**Gate-type map**

Scale: 8 px per µm.
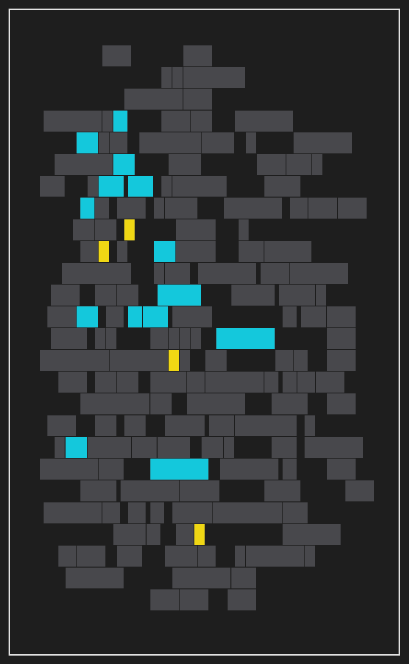
**Metal 2**

Scale: 4 px per µm.
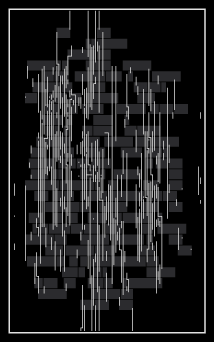
**Metal 3**

Scale: 4 px per µm.
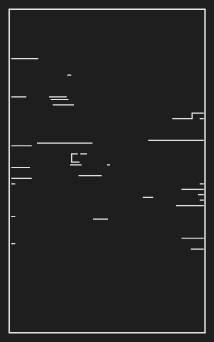
**Cells by drive strength**

Scale: 8 px per µm.
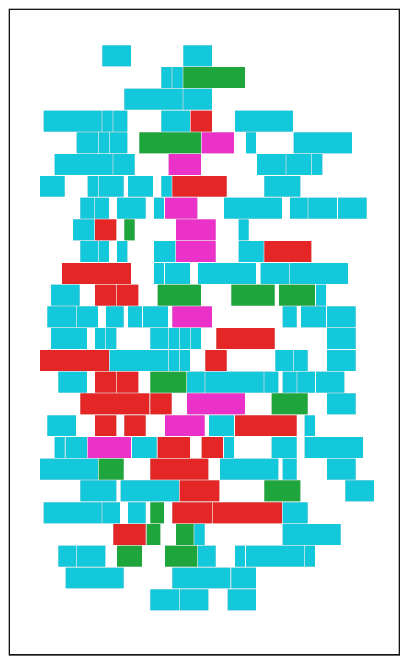
**src/rtl/turn_controller.sv**
```systemverilog
// Chess-clock game sequencer: chooses which player's timer counts, handles
// start/pause/hand-over, and emits LOAD/INC pulses plus END/WINNER results.
module turn_controller #(
  parameter int MOVE_W = 8,
  parameter bit INC_EN = 1'b1
) (
  input  logic              CLK,
  input  logic              CLR,
  input  logic              CE,
  input  logic              START,
  input  logic              PAUSE,
  input  logic              BTN1,
  input  logic              BTN2,
  input  logic              OVERFLOW1,
  input  logic              OVERFLOW2,
  output logic              EN1,
  output logic              EN2,
  output logic              LOAD,
  output logic              INC1,
  output logic              INC2,
  output logic [2:0]        STATE,
  output logic [1:0]        WINNER,
  output logic              END,
  output logic [MOVE_W-1:0] MOVES
);

  typedef enum logic [2:0] {
    S_IDLE   = 3'd0,
    S_RUN1   = 3'd1,
    S_RUN2   = 3'd2,
    S_PAUSED = 3'd3,
    S_DONE   = 3'd4
  } state_t;

  localparam logic [MOVE_W-1:0] MOVES_MAX = '1;

  state_t            r_state;
  logic              r_saved_p2;
  logic              r_load;
  logic              r_inc1;
  logic              r_inc2;
  logic              r_end;
  logic [1:0]        r_winner;
  logic [MOVE_W-1:0] r_moves;
  logic              r_start_prev;
  logic              r_pause_prev;
  logic              r_btn1_prev;
  logic              r_btn2_prev;

  logic w_start_edge;
  logic w_pause_edge;
  logic w_btn1_edge;
  logic w_btn2_edge;

  assign w_start_edge = START & ~r_start_prev;
  assign w_pause_edge = PAUSE & ~r_pause_prev;
  assign w_btn1_edge  = BTN1  & ~r_btn1_prev;
  assign w_btn2_edge  = BTN2  & ~r_btn2_prev;

  always_ff @(posedge CLK) begin
    if (CLR) begin
      r_state      <= S_IDLE;
      r_saved_p2   <= 1'b0;
      r_load       <= 1'b0;
      r_inc1       <= 1'b0;
      r_inc2       <= 1'b0;
      r_end        <= 1'b0;
      r_winner     <= 2'b00;
      r_moves      <= '0;
      // History forced high so a button held through reset yields no edge.
      r_start_prev <= 1'b1;
      r_pause_prev <= 1'b1;
      r_btn1_prev  <= 1'b1;
      r_btn2_prev  <= 1'b1;
    end else begin
      // NOTE: non-blocking assignments throughout so every register samples
      // pre-edge values; the pulse defaults below are overridden later in
      // the same block and the last assignment wins.
      r_start_prev <= START;
      r_pause_prev <= PAUSE;
      r_btn1_prev  <= BTN1;
      r_btn2_prev  <= BTN2;
      r_load       <= 1'b0;
      r_inc1       <= 1'b0;
      r_inc2       <= 1'b0;

      case (r_state)
        S_IDLE: begin
          if (w_start_edge) begin
            r_state <= S_RUN1;
            r_load  <= 1'b1;
          end
        end
        S_RUN1: begin
          if (OVERFLOW1) begin
            r_state  <= S_DONE;
            r_winner <= 2'b10;
            r_end    <= 1'b1;
          end else if (w_pause_edge) begin
            r_state    <= S_PAUSED;
            r_saved_p2 <= 1'b0;
          end else if (w_btn1_edge) begin
            r_state <= S_RUN2;
            r_inc1  <= INC_EN;
            if (r_moves != MOVES_MAX) r_moves <= r_moves + 1'b1;
          end
        end
        S_RUN2: begin
          if (OVERFLOW2) begin
            r_state  <= S_DONE;
            r_winner <= 2'b01;
            r_end    <= 1'b1;
          end else if (w_pause_edge) begin
            r_state    <= S_PAUSED;
            r_saved_p2 <= 1'b1;
          end else if (w_btn2_edge) begin
            r_state <= S_RUN1;
            r_inc2  <= INC_EN;
            if (r_moves != MOVES_MAX) r_moves <= r_moves + 1'b1;
          end
        end
        S_PAUSED: begin
          if (w_pause_edge || w_start_edge)
            r_state <= r_saved_p2 ? S_RUN2 : S_RUN1;
        end
        S_DONE: begin
          r_state <= S_DONE;
        end
        default: r_state <= S_IDLE;
      endcase
    end
  end

  // Enables are gated straight from CE so the timers see the tick in-cycle.
  assign EN1    = CE & (r_state == S_RUN1);
  assign EN2    = CE & (r_state == S_RUN2);
  assign LOAD   = r_load;
  assign INC1   = r_inc1;
  assign INC2   = r_inc2;
  assign STATE  = r_state;
  assign WINNER = r_winner;
  assign END    = r_end;
  assign MOVES  = r_moves;

endmodule
```
**config.mk**
```make
export PLATFORM = sky130hd
export DESIGN_NAME = turn_controller
export DESIGN_NICKNAME = d
export VERILOG_FILES = /design/src/rtl/turn_controller.sv
export SDC_FILE = /design/constraint.sdc
export NUM_CORES = 1
export LEC_CHECK = 0
export ABC_CLOCK_PERIOD_IN_PS = 1850
export CELL_PAD_IN_SITES_DETAIL_PLACEMENT = 0
export CELL_PAD_IN_SITES_GLOBAL_PLACEMENT = 1
export CORE_ASPECT_RATIO = 1.75
export CORE_MARGIN = 3
export CORE_UTILIZATION = 36
export DETAILED_ROUTE_END_ITERATION = 12
export GPL_TIMING_DRIVEN = 0
export PLACE_DENSITY = 0.77
export SLEW_MARGIN = 20
export SYNTH_ARGS = -nofsm -noshare
export SYNTH_HDL_FRONTEND = slang
export SYNTH_SLANG_ARGS = --single-unit
```
**constraint.sdc**
```tcl
create_clock -name CLK -period 1.85 [get_ports CLK]
set_input_delay 0.4625 -clock CLK [delete_from_list [all_inputs] [get_ports CLK]]
set_output_delay 0.4625 -clock CLK [all_outputs]
set_load 0.01 [all_outputs]
```
==> flow_summary.ini <==
; flow metrics
[run_status]
status = finished clean

[logic_synthesis]
top_area_cell = dfxtp_1
area_leaders = dfxtp_1, nor2_1, xnor2_1
synth.area.mux_share = 0.01752
ys_sh_adder = 0.01095
yosysSeqAreaShare = 0.3855
synthesis.area_mm2 = 0.001142
yosys.area_share.xor_xnor = 0.06134
logic_family = simple AND/OR/NAND/NOR gates
synth_flops = 22
synth_nets = 128
ff_type = dfxtp_1
ys_sh_aoi = 0.1183
syn_avg_cell_area_um2 = 9.681
syn_inst = 118
async_reset_ff_frac = 0
ys_area_mm2 = 0.001142

[sta]
worst_slack_ns = 0.02298
fin_skew_ns = 0.006212
finalClockPeriodUsage = 0.9876
fin_crit_ns = 1.827
finalHoldViolations = 0
finalSetupViolCount = 0
fmaxAchievable_mhz = 547.3
tightestPinTransition_ns = 0.4266
tns_ns = 0
slew-limit-headroom = 0.7082

[min_path]
hold_path.class = in -> reg
whs_path_depth = 2
hold_start = PAUSE

[finish]
combGateArea_um2 = 710.7
sh_seq_area = 0.2612
clkCellAreaFrac = 0.03219
clock_buffers = 4
buf_share = 0.2516
inv_count = 4
fillers = 282
finalNetCount = 172
largest_class = combinational gates
largest_register_ffs = 8
drive_gt1_frac = 0.2981
logic_gates = 86
antenna_cells = 0
seq_cell_count = 22

[setup_path]
crit_cells = 4
rr_startpoint = STATE[0]
cp_cell_sequence = buf_8, or3b_4, nor2_2, buf_2
cp.arrival_ns = 1.36
cp_top_family = simple AND/OR/NAND/NOR gates
reg2regPathDepth = 7
crit_slowest_cell = or3b_4
crit_required_ns = 1.39
max_stage_delay_ns = 0.41
critPathLaunch = STATE[2]
worstPathMaxFanout = 8
critical_path.startpoint_type = register
worstSetupEndpoint = EN1
r2r_setup_slack_ns = 0.12
path_buffers = 2
end_kind = output port

[floorplanning]
taps = 42
core_mm2 = 0.002993
row_count = 26
die_area_mm2 = 0.003912
fp_util = 0.3817
fp.dieW_um = 48.58

[clock_network]
cts_sinks = 22
cts_tree = built
clk_latency_ns = 0.26
clockRootBuffer = clkbuf_8
clk_path_buf_depth = 2
htreeDepth = 1

[drt]
first_pass_iters = 4
drtIter0Drc = 24
route.detailed.wl_per_inst_um = 14.64

[pwr]
power.total_mw = 1.818
power_density_mw_per_mm2 = 1063
peakVddDrop_mv = 0.6206
leakage_nw = 0.6297

[flow_run]
drv_cap = 0
warnings = 27

[global_route]
gr-total-overflow = 0
track_usage = 0.1534
grt_max_degree = 13
grt_pass1_wl_mm = 4.643

[place]
gp_congestion = 0.8101
place_inst = 187
placed_area_mm2 = 0.001465
dp_slack_ns = -0.4560
dp_hpwl_mm = 2.039
## Picture notes: 'gate-type map'
[cyan] aoi and oai cells | cells: 14 | most used: a21oi_1
[yellow] inv cells | cells: 4 | most used: inv_1
fin cells: 203
most used logic cell in the final layout: clkdlybuf4s50_1
Comb/total area: 0.4155

## Picture notes: 'metal 2'
wire length on this layer: 1700 µm
share of all routed wire: 57%
nets with wire on the layer: 152
longest straight run: 54.4 µm
met2 usage: 0.3108
final wirelength: 2.971 mm
Vias: 1026

## Picture notes: 'metal 3'
wire length on this layer: 120 µm
main direction: horizontal
nets with wire on the layer: 27
GRT met3 Usage: 0.02041

## Picture notes: 'cells by drive strength'
[red] _3 and _4 cells | cells: 24
[green] _2 cells | cells: 15
[magenta] _6 and larger | cells: 9
[cyan] _0 and _1 cells | cells: 113
post-route cell area: 0.001710 mm²
Non-clock buffers: 45
Area Overhead vs Synth: 49.73%

-- timing repair --
action,in CTS,in global routing
resized,20,14
buffers inserted,7,6
setup endpoints to repair,10,13
pin swaps,6,10
-- cells in the mapped netlist, types with 2 or more instances --
| cell | number |
|---|---|
| nor3b_2 | 2 |
| nand3_1 | 6 |
| nor2_1 | 19 |
| nor2b_1 | 5 |
| o22ai_4 | 2 |
| clkbuf_1 | 2 |
| dfxtp_1 | 22 |
| inv_1 | 3 |
| nor4b_2 | 2 |
| or2_1 | 4 |
| a21oi_1 | 3 |
| or3b_1 | 2 |
| buf_4 | 2 |
| a211oi_1 | 2 |
| xnor2_1 | 8 |
| nor4_2 | 4 |
| mux2i_1 | 2 |
| nand2_1 | 5 |
| and3_1 | 4 |
| nor4b_4 | 2 |
-- routing by layer --
| metal | up-vias | track usage | wire, µm |
|---|---|---|---|
| li1 | 502 | - | - |
| met1 | 482 | 0.1576 | 1098 |
| met2 | 36 | 0.3108 | 1695 |
| met3 | 6 | 0.02041 | 120 |
| met4 | 0 | 0.05128 | 57 |
| met5 | - | 0 | 0 |
-- cell usage in the layout (no fill, tap or decap), types with 2 or more instances in the layout --
cell / instances
a211oi_1: 2
a21oi_1: 3
and3_1: 4
buf_4: 11
buf_6: 3
clkbuf_8: 4
clkdlybuf4s50_1: 22
dfxtp_1: 19
dfxtp_2: 2
dlymetal6s2s_1: 2
inv_1: 3
mux2i_1: 2
nand2_1: 5
nand3_1: 6
nor2_1: 18
nor2b_1: 2
nor2b_4: 2
nor4_2: 3
nor4b_4: 3
o22ai_4: 2
or2_1: 4
or3b_4: 2
xnor2_1: 8
-- where the power goes --
group          total, mW  internal (mW)  switching, mW
logic              0.915          0.472          0.443
registers          0.560          0.528         0.0325
clock network      0.342          0.190          0.153
total               1.82           1.19          0.629
Power is estimated from default activity; no workload was simulated.
